Design mem_initiator, sky130hd; sources not shown.
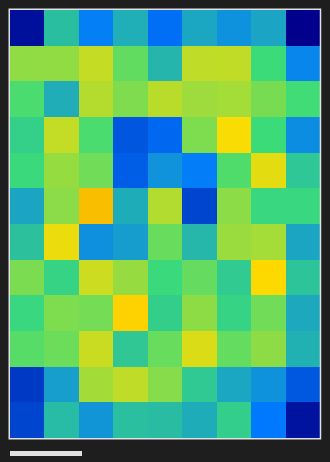
(cell area per tile)
Scale bar: 20 um. The die is cut into 9 by 12 equal tiles; dark blue is low, red is high, 0 to 100% covered.
tiles over 75% full	2.8%
mean over tiles	47%
fullest tile	78%
Post-Route Utilization: 54.5%
fp_density: 36.0%
core area: 9030 sq um

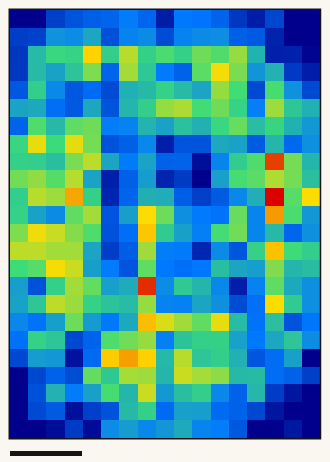
(routed metal per tile)
Scale bar: 20 um. The die is cut into 17 by 24 equal tiles; dark blue is low, red is high, scaled to the fullest tile. Values are wire area over tile area, all layers added.
tiles over half the peak	25%
nearly empty tiles	4.9%
fullest tile	0.44
mean over tiles	0.16
routed len/inst: 14.1 um
Global Route Usage Sum: 20.3%
vias: 3,467

==> impl_metrics.csv <==
group,metric,value,unit
run_status,outcome,"finished clean",
synth,synth-seq-cells,79,
critical_path,start_kind,"flop",
finish,comb_cells,306,
timing,finalSetupViolations,0,
clock_tree,root_buffer,"clkbuf_2",
synth,ys_area,3250,sq um
timing,finalMaxSlewViolations,0,
floorplan,rows,41,
clock_tree,cts_sinks,79,
routing,ant_nets,0,
routing,remaining_drc_errors,0,
timing,hold_viol_final,0,
finish,final_cell_mix,"79 x nand2_1, 77 x dfxtp_1, 76 x a21oi_1, 76 x clkdlybuf4s50_1, 68 x nor2_1",
synth,synth_cell_types,18,
synth,yosysWarnings,0,
floorplan,chipArea,10100,sq um
clock_tree,clock_path_buffers,2,
global_route,grt_pass1_wl,16.3,mm
clock_tree,cts_hold_buf,0,
clock_tree,insertion_delay,0.53,ns
critical_path,path_delay_family,"flip-flops",
synth,ys_sh_xor,0,%
pwr,leakage,2.20,nW
synth,mux_area_share,0,%
synth,syn_avg_cell_area,7.10,sq um
critical_path,path_buffers,1,
global_route,grt_max_degree,57,
critical_path,slowest_stage,"dfxtp_1",
floorplan,num_io_pins,156,
place,place_congestion,0.789,
timing,tns,0,ns
floorplan,dieHeight,118,um
place,place_area,4950,sq um
global_route,antenna_found_initial,0,
critical_path,cpPeakStageDelay,0.38,ns
hold_path,min_delay_path_depth,4,
pwr,ir_drop,470,uV
timing,rsz0062_at_grt,"no",
finish,comb_area_share,27.8,%
clock_tree,path_clk_slew,0.19,ns
routing,drt_wl_total,10.1,mm
critical_path,crit_path_end_kind,"output pin",
finish,clock_cell_area_share,1.98,%
place,place_ws,-0.336,ns
clock_tree,postCtsResizedCells,86,
critical_path,crit_arrival,1.26,ns
finish,ff_count,79,
finish,seq-cell-share,32.2,%
synth,ys_seq_share,48.6,%
timing,max_freq,0.561,GHz
routing,via_per_inst,4.82,
place,port_buffers,154,
finish,seq_area,1580,sq um
timing,hold_ws,0.120,ns
finish,n_all_buffers,173,
routing,dr.pass1.iters,4,
timing,fin_crit,1.78,ns
synth,fp_nets,536,
critical_path,cp_max_fo,2,
finish,dominant_cells,"non-clock buffers",
power by group:
group	total [mW]	switching (mW)	internal (mW)
sequential	1.89	0.0713	1.82
clock	0.874	0.584	0.289
combinational	0.847	0.458	0.389
cells in the mapped netlist, drive strengths merged:
| cell type | instances | share of area (%) |
|---|---|---|
| clkbuf | 16 | 1.8 |
| buf | 18 | 3.3 |
| a21oi | 77 | 12 |
| dfxtp | 79 | 49 |
| nand2 | 81 | 9.5 |
| nor2 | 70 | 8.4 |
| inv | 39 | 4.5 |
| conb | 1 | 0.12 |
| nand3 | 42 | 6.5 |
| nor3 | 1 | 0.15 |
| o21ai | 34 | 5.2 |
per-layer routing:
metal	GRT usage, %	wire length, um	share of wire, %
met2	35.8	5230	52
met1	23.3	4090	40
met4	6.75	116	1.1
met3	5.68	671	6.6
met5	0	0	0
Power is estimated from default activity; no workload was simulated.
